==> config.mk <==
export PLATFORM = sky130hd
export DESIGN_NAME = hazard_scoreboard
export DESIGN_NICKNAME = d
export VERILOG_FILES = /design/src/rtl/hazard_scoreboard.sv
export SDC_FILE = /design/constraint.sdc
export NUM_CORES = 1
export LEC_CHECK = 0
export CAP_MARGIN = 25
export CORE_MARGIN = 1.5
export CORE_UTILIZATION = 50
export DETAILED_ROUTE_END_ITERATION = 10
export PLACE_DENSITY_LB_ADDON = 0.08
export SLEW_MARGIN = 5
export SYNTH_ARGS = -nofsm -noshare
export SYNTH_HDL_FRONTEND = slang
export SYNTH_SLANG_ARGS = --single-unit
export TNS_END_PERCENT = 100
==> constraint.sdc <==
create_clock -name clk -period 4.4 [get_ports clk]
set_input_delay 0.66 -clock clk [delete_from_list [all_inputs] [get_ports clk]]
set_output_delay 0.66 -clock clk [all_outputs]
set_load 0.02 [all_outputs]
==> src/rtl/hazard_scoreboard.sv <==
// hazard_scoreboard: tracks E/M/W writer records and the HI/LO busy counter to drive stall and D-stage forwarding selects
module hazard_scoreboard #(
  parameter int MULT_CYCLES = 5,
  parameter int DIV_CYCLES  = 10,
  parameter int TUSE_NONE   = 7
) (
  input  logic       clk,
  input  logic       reset,
  input  logic       d_valid,
  input  logic [4:0] d_rs,
  input  logic [4:0] d_rt,
  input  logic [2:0] d_tuse_rs,
  input  logic [2:0] d_tuse_rt,
  input  logic [4:0] d_a3,
  input  logic [1:0] d_tnew,
  input  logic       d_is_md,
  input  logic       e_md_start,
  input  logic       e_md_div,
  output logic       stall,
  output logic [1:0] fwd_rs_sel,
  output logic [1:0] fwd_rt_sel,
  output logic       md_busy
);
  localparam logic [2:0] TN = 3'(TUSE_NONE);
  logic [4:0] e_a3_q, e_a3_d, m_a3_q, m_a3_d, w_a3_q, w_a3_d;
  logic [1:0] e_tnew_q, e_tnew_d, m_tnew_q, m_tnew_d, w_tnew_q, w_tnew_d;
  logic [3:0] md_cnt_q, md_cnt_d;
  logic       stall_rs, stall_rt, stall_md;

  function automatic logic hit(input logic [4:0] a3, input logic [4:0] r);
    return a3 != 5'd0 && a3 == r;
  endfunction

  function automatic logic op_stall(input logic [4:0] r, input logic [2:0] tuse,
                                    input logic [4:0] ea, input logic [1:0] et,
                                    input logic [4:0] ma, input logic [1:0] mt);
    return tuse != TN && ((hit(ea, r) && {1'b0, et} > tuse) || (hit(ma, r) && {1'b0, mt} > tuse));
  endfunction

  function automatic logic [1:0] fwd(input logic [4:0] r,
                                     input logic [4:0] ea, input logic [1:0] et,
                                     input logic [4:0] ma, input logic [1:0] mt,
                                     input logic [4:0] wa, input logic [1:0] wt);
    return hit(ea, r) ? (et == 2'd0 ? 2'd1 : 2'd0) :
           hit(ma, r) ? (mt == 2'd0 ? 2'd2 : 2'd0) :
           hit(wa, r) ? (wt == 2'd0 ? 2'd3 : 2'd0) : 2'd0;
  endfunction

  // stall and forwarding decisions from current records and the D-stage operands
  always_comb begin
    stall_rs   = d_valid && op_stall(d_rs, d_tuse_rs, e_a3_q, e_tnew_q, m_a3_q, m_tnew_q);
    stall_rt   = d_valid && op_stall(d_rt, d_tuse_rt, e_a3_q, e_tnew_q, m_a3_q, m_tnew_q);
    stall_md   = d_valid && d_is_md && (md_cnt_q != 4'd0 || e_md_start);
    stall      = stall_rs || stall_rt || stall_md;
    fwd_rs_sel = fwd(d_rs, e_a3_q, e_tnew_q, m_a3_q, m_tnew_q, w_a3_q, w_tnew_q);
    fwd_rt_sel = fwd(d_rt, e_a3_q, e_tnew_q, m_a3_q, m_tnew_q, w_a3_q, w_tnew_q);
    md_busy    = md_cnt_q != 4'd0;
  end

  // next records: a stalled or empty D slot enters E as a bubble; tnew counts down as the writer ages
  always_comb begin
    e_a3_d   = (d_valid && !stall) ? d_a3 : 5'd0;
    e_tnew_d = (d_valid && !stall) ? d_tnew : 2'd0;
    m_a3_d   = e_a3_q;
    m_tnew_d = e_tnew_q != 2'd0 ? e_tnew_q - 2'd1 : 2'd0;
    w_a3_d   = m_a3_q;
    w_tnew_d = 2'd0;
    md_cnt_d = md_cnt_q != 4'd0 ? md_cnt_q - 4'd1 :
               e_md_start ? (e_md_div ? 4'(DIV_CYCLES) : 4'(MULT_CYCLES)) : 4'd0;
  end

  // state registers; reset overrides any start or countdown
  always_ff @(posedge clk) begin
    if (reset) begin
      e_a3_q   <= 5'd0;
      e_tnew_q <= 2'd0;
      m_a3_q   <= 5'd0;
      m_tnew_q <= 2'd0;
      w_a3_q   <= 5'd0;
      w_tnew_q <= 2'd0;
      md_cnt_q <= 4'd0;
    end else begin
      e_a3_q   <= e_a3_d;
      e_tnew_q <= e_tnew_d;
      m_a3_q   <= m_a3_d;
      m_tnew_q <= m_tnew_d;
      w_a3_q   <= w_a3_d;
      w_tnew_q <= w_tnew_d;
      md_cnt_q <= md_cnt_d;
    end
  end
endmodule
### Track usage over the die

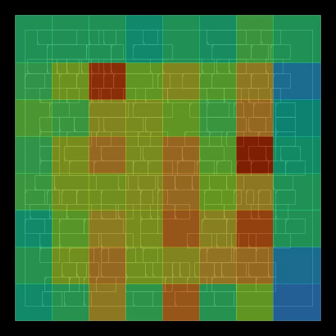
fraction of met3 tracks used by global routing: 0.0272
met2 capacity usage during global routing: 0.346
total global-route track usage: 0.205

### Floorplan with the power grid

Scale: 6 px per um. Pins as bars on the die edge.
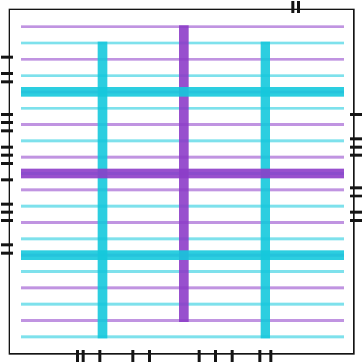
- purple: VDD
- cyan: VSS
- met4 straps: 3
- met1 rails: 20
- rows: 19

### Cell classes on the final placement

Scale: 8 px per um. Fill, decap, tap and diode cells in gray.
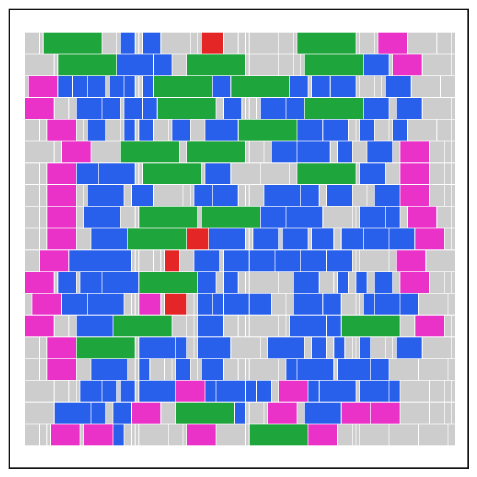
- magenta: other buffers and delay cells (cells 35; share of their area 19%)
- blue: all other logic (cells 128; share of their area 54%)
- red: clock drivers and dummy loads (cells 4; share of their area 1.5%)
- green: flops (cells 23; share of their area 25%)
sequential share of cell area: 0.246
Finished Cell Area: 0.00187 mm^2
Rows: 19

### Clock distribution

Scale: 10 px per um.
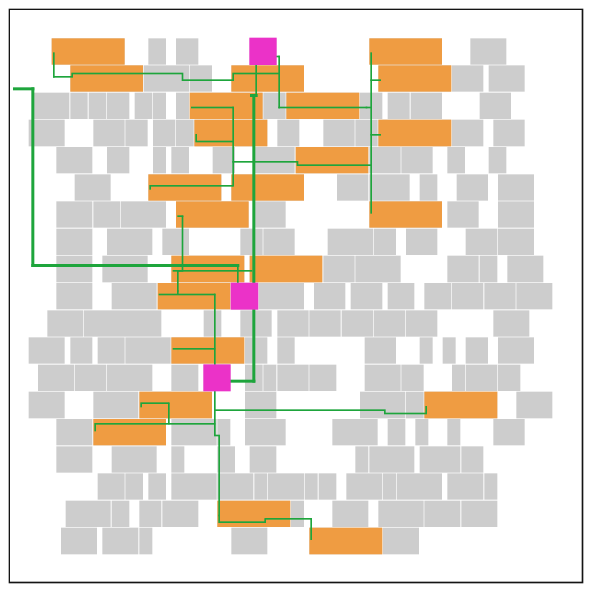
- magenta: cells driving clock nets (count 3)
- orange: flip-flops (count 23)
- green: clock wires (length 280 um)
- routed clock nets: 4

==> job_summary.md <==
## PnR job results

| Metric | Value |
|---|---|
| Setup violators final | `0` |
| Worst Hold Path Cells | `1` |
| Final worst path period need | `3.71 ns` |
| Tally of unique sky130hd cells used after synthesis | `33` |
| Area share of fa/ha/maj cells after synthesis | `0.0853` |
| Post-CTS setup buffers | `0` |
| Layout fillers | `239` |
| Stages on the worst setup path | `8` |
| Die W | `57.2 um` |
| Measured slew at the worst slew-check pin | `0.638 ns` |
| Via count of the first global-routing pass | `1180` |
| Terminus of the critical flop-to-flop path | `e_a3_q[2]$_SDFF_PP0_` |
| Result of the run | `complete, no violations` |
| CTS clk-pin slew, worst paths | `0.13 ns` |
| Y dimension of the die | `57.2 um` |
| Top cells excl fill/tap | `34 x clkdlybuf4s50_1, 23 x xnor2_1, 23 x dfxtp_1` |
| Ant diodes | `0` |
| # Max-Cap Violations | `0` |
| Nets | `230` |
| Maximum buffer depth of the clock tree | `2` |
| Crit Reg-Reg Startpoint | `md_cnt_q[0]$_SDFF_PP0_` |
| Antenna violations before repair | `0` |
| Multiplexer share | `0.0290` |
| Cells traversed along the worst timing path | `clkdlybuf4s50_1 > xnor2_1 > o211ai_1 > a2111oi_0 > o21ba_1 > buf_4 > o31a_1 > clkdlybuf4s50_1` |
| Data required time at the worst endpoint | `3.74 ns` |
| Cell type group with the largest total delay on the critical path | `buffers and inverters` |
| Final core utilization | `0.673` |
| Multi-input gate count | `118` |
| Buffers and inverters on the worst path | `3` |
| Critical path capture point | `stall` |
| Worst hold slack | `0.436 ns` |
| Cell count after placement | `217` |
| Synth Flop Type | `dfxtp_1` |
| Setup repair after global routing missed its margin | `false` |
| Sequential cell count | `23` |
| XOR/XNOR Area Share | `0.179` |
| Cells after synthesis | `153` |
| FF-to-FF path depth | `7` |
| Worst-case vdd ir drop | `446 uV` |
| Clock tree buffer count of the final layout | `3` |
| Critical path launch point type | `primary input` |
| Final Cycle Share | `0.843` |
| Worst setup margin | `0.692 ns` |
| Tool warnings | `26` |
| Endpoint of the worst hold path | `m_tnew_q[0]$_SDFF_PP0_` |
| Total congestion overflow after global routing | `0` |
| CTS tree | `built` |
| Count of buffers from port buffering | `34` |
| Count of H-tree levels built during CTS | `1` |
| Clock insertion delay at the later pin of the skew report | `0.32 ns` |
| Root buffer cell | `clkbuf_4` |
| Launching instance or port of the critical path | `d_rs[0]` |
| Proportion of synthesized chip area in sequential cells | `0.314` |
| M1 GR Usage | `0.263` |
| Top cells by area | `dfxtp_1 31%, xnor2_1 14%, ha_1 8.5%, nor2b_1 6.0%, nor3b_2 6.0%` |
| Most used cell, CP | `clkdlybuf4s50_1` |
| Ys Warns | `0` |
| Drt drc | `0` |
| # Cells Yosys | `153` |
| Cell type contributing the most total cell area after synthesis | `dfxtp_1` |
| Leakage power | `0.721 nW` |
| Layout buffer count excluding clock buffers | `35` |
| Crit Path Category | `primary input to output port` |
| Critical Path Slowest Stage Cell | `clkdlybuf4s50_1` |
| Ratio of cells with drive above 1 in the final layout | `0.105` |
| Number of hold violations in the final report | `0` |
| Max-area cell share | `0.314` |
| Most used routing layer in global routing | `met2` |
| Hold buffers post-CTS | `0` |
| Total number of clock tree sinks | `23` |
| Post-place instance area | `0.00185 mm^2` |
| Resize count post-CTS | `0` |
| Area of combinational cells with multiple inputs | `961 um^2` |
| Pin count of the biggest net entering global routing | `18` |
| Ao+oa area frac | `0.121` |
| Non-CTS inverters | `10` |
| Setup TNS after final layout | `0 ns` |
| Pre-Repair DR Iteration Count | `4` |
| Number of routed nets with antenna violations | `0` |
| Mean instance size in the synthesized netlist | `9.59 um^2` |
| DP Worst Slack | `0.708 ns` |
| Via count | `1193` |
| Die area | `0.00327 mm^2` |
| Routability congestion estimate | `0.796` |
| Share of flip-flops with an asynchronous set or reset | `0` |
| PnR Total Power | `0.566 mW` |
| Top cells by instance count after synthesis | `23 x dfxtp_1, 23 x xnor2_1, 14 x nor2b_1` |
| Fraction of cell area in non-clock buffers | `0.186` |
| Chip area line of the yosys report | `0.00147 mm^2` |
| Combined flip-flop and latch cell area | `460 um^2` |
| Vias per cell | `5.40` |
| Clock distribution area overhead in the final layout | `0.0147` |
| Worst hold path class | `register to register` |
| Achievable clock frequency | `270 MHz` |
| Largest class | `multi-input combinational cells` |
| Critical Path Fanout Max | `8` |
| Area of the core | `0.00278 mm^2` |
| Number of DRC markers in iteration 0 | `25` |
| Number of flops mapped to enable cells by yosys | `0` |
| Worst-case headroom to the max-slew limit | `0.573` |
| WP data arrival | `3.05 ns` |
| R2R Setup Slk | `2.45 ns` |
| Half-perimeter wire length of the detailed placement result | `2510 um` |
| And+or+nand+nor area frac | `0.240` |
| Clock Skews | `0.00567 ns` |
| Most frequent standard cell in the layout excluding fill and tap cells | `clkdlybuf4s50_1` |
| Multi-input combinational area share | `0.513` |
| Floorplan net count | `192` |
| Dominant non-sequential cell family after synthesis | `simple AND/OR/NAND/NOR gates` |
| Crit. End Element | `output port` |
| Relative area change from synthesis to final layout | `27.6%` |
| PwrDens | `302 mW/mm^2` |
| Non-filler cells, final | `221` |
| Count of pins over their slew limit | `0` |
| Total routed wirelength | `3090 um` |
| Startpoint of the most critical hold path | `e_tnew_q[0]$_SDFF_PP0_` |
| Wire length of the first global-routing pass | `5090 um` |
| Number of buffers inserted during clock tree synthesis | `3` |
| Per-cell routed wire length | `14.0 um` |
| Count of state elements after synthesis | `23` |
| IO Pins | `35` |
[metal layers]
metal  wire length [um]  part of all wire
met1               1460              0.47
met2               1460              0.47
met3                125             0.040
met4                 46             0.015
met5                  0                 0
[power by group]
| group | total [mW] | internal (mW) | leakage (nW) | switching (mW) |
|---|---|---|---|---|
| clock | 0.0991 | 0.0340 | 0.0177 | 0.0650 |
| sequential | 0.254 | 0.232 | 0.187 | 0.0215 |
| combinational | 0.213 | 0.113 | 0.516 | 0.101 |
| total | 0.566 | 0.379 | 0.721 | 0.187 |
[flip-flops by register name (all words and copies together) (netlist names)]
register and cells:
m_a3_q 5, e_a3_q 5, w_a3_q 5, m_tnew_q 2, md_cnt_q 4, e_tnew_q 2
Power is estimated from default activity; no workload was simulated.
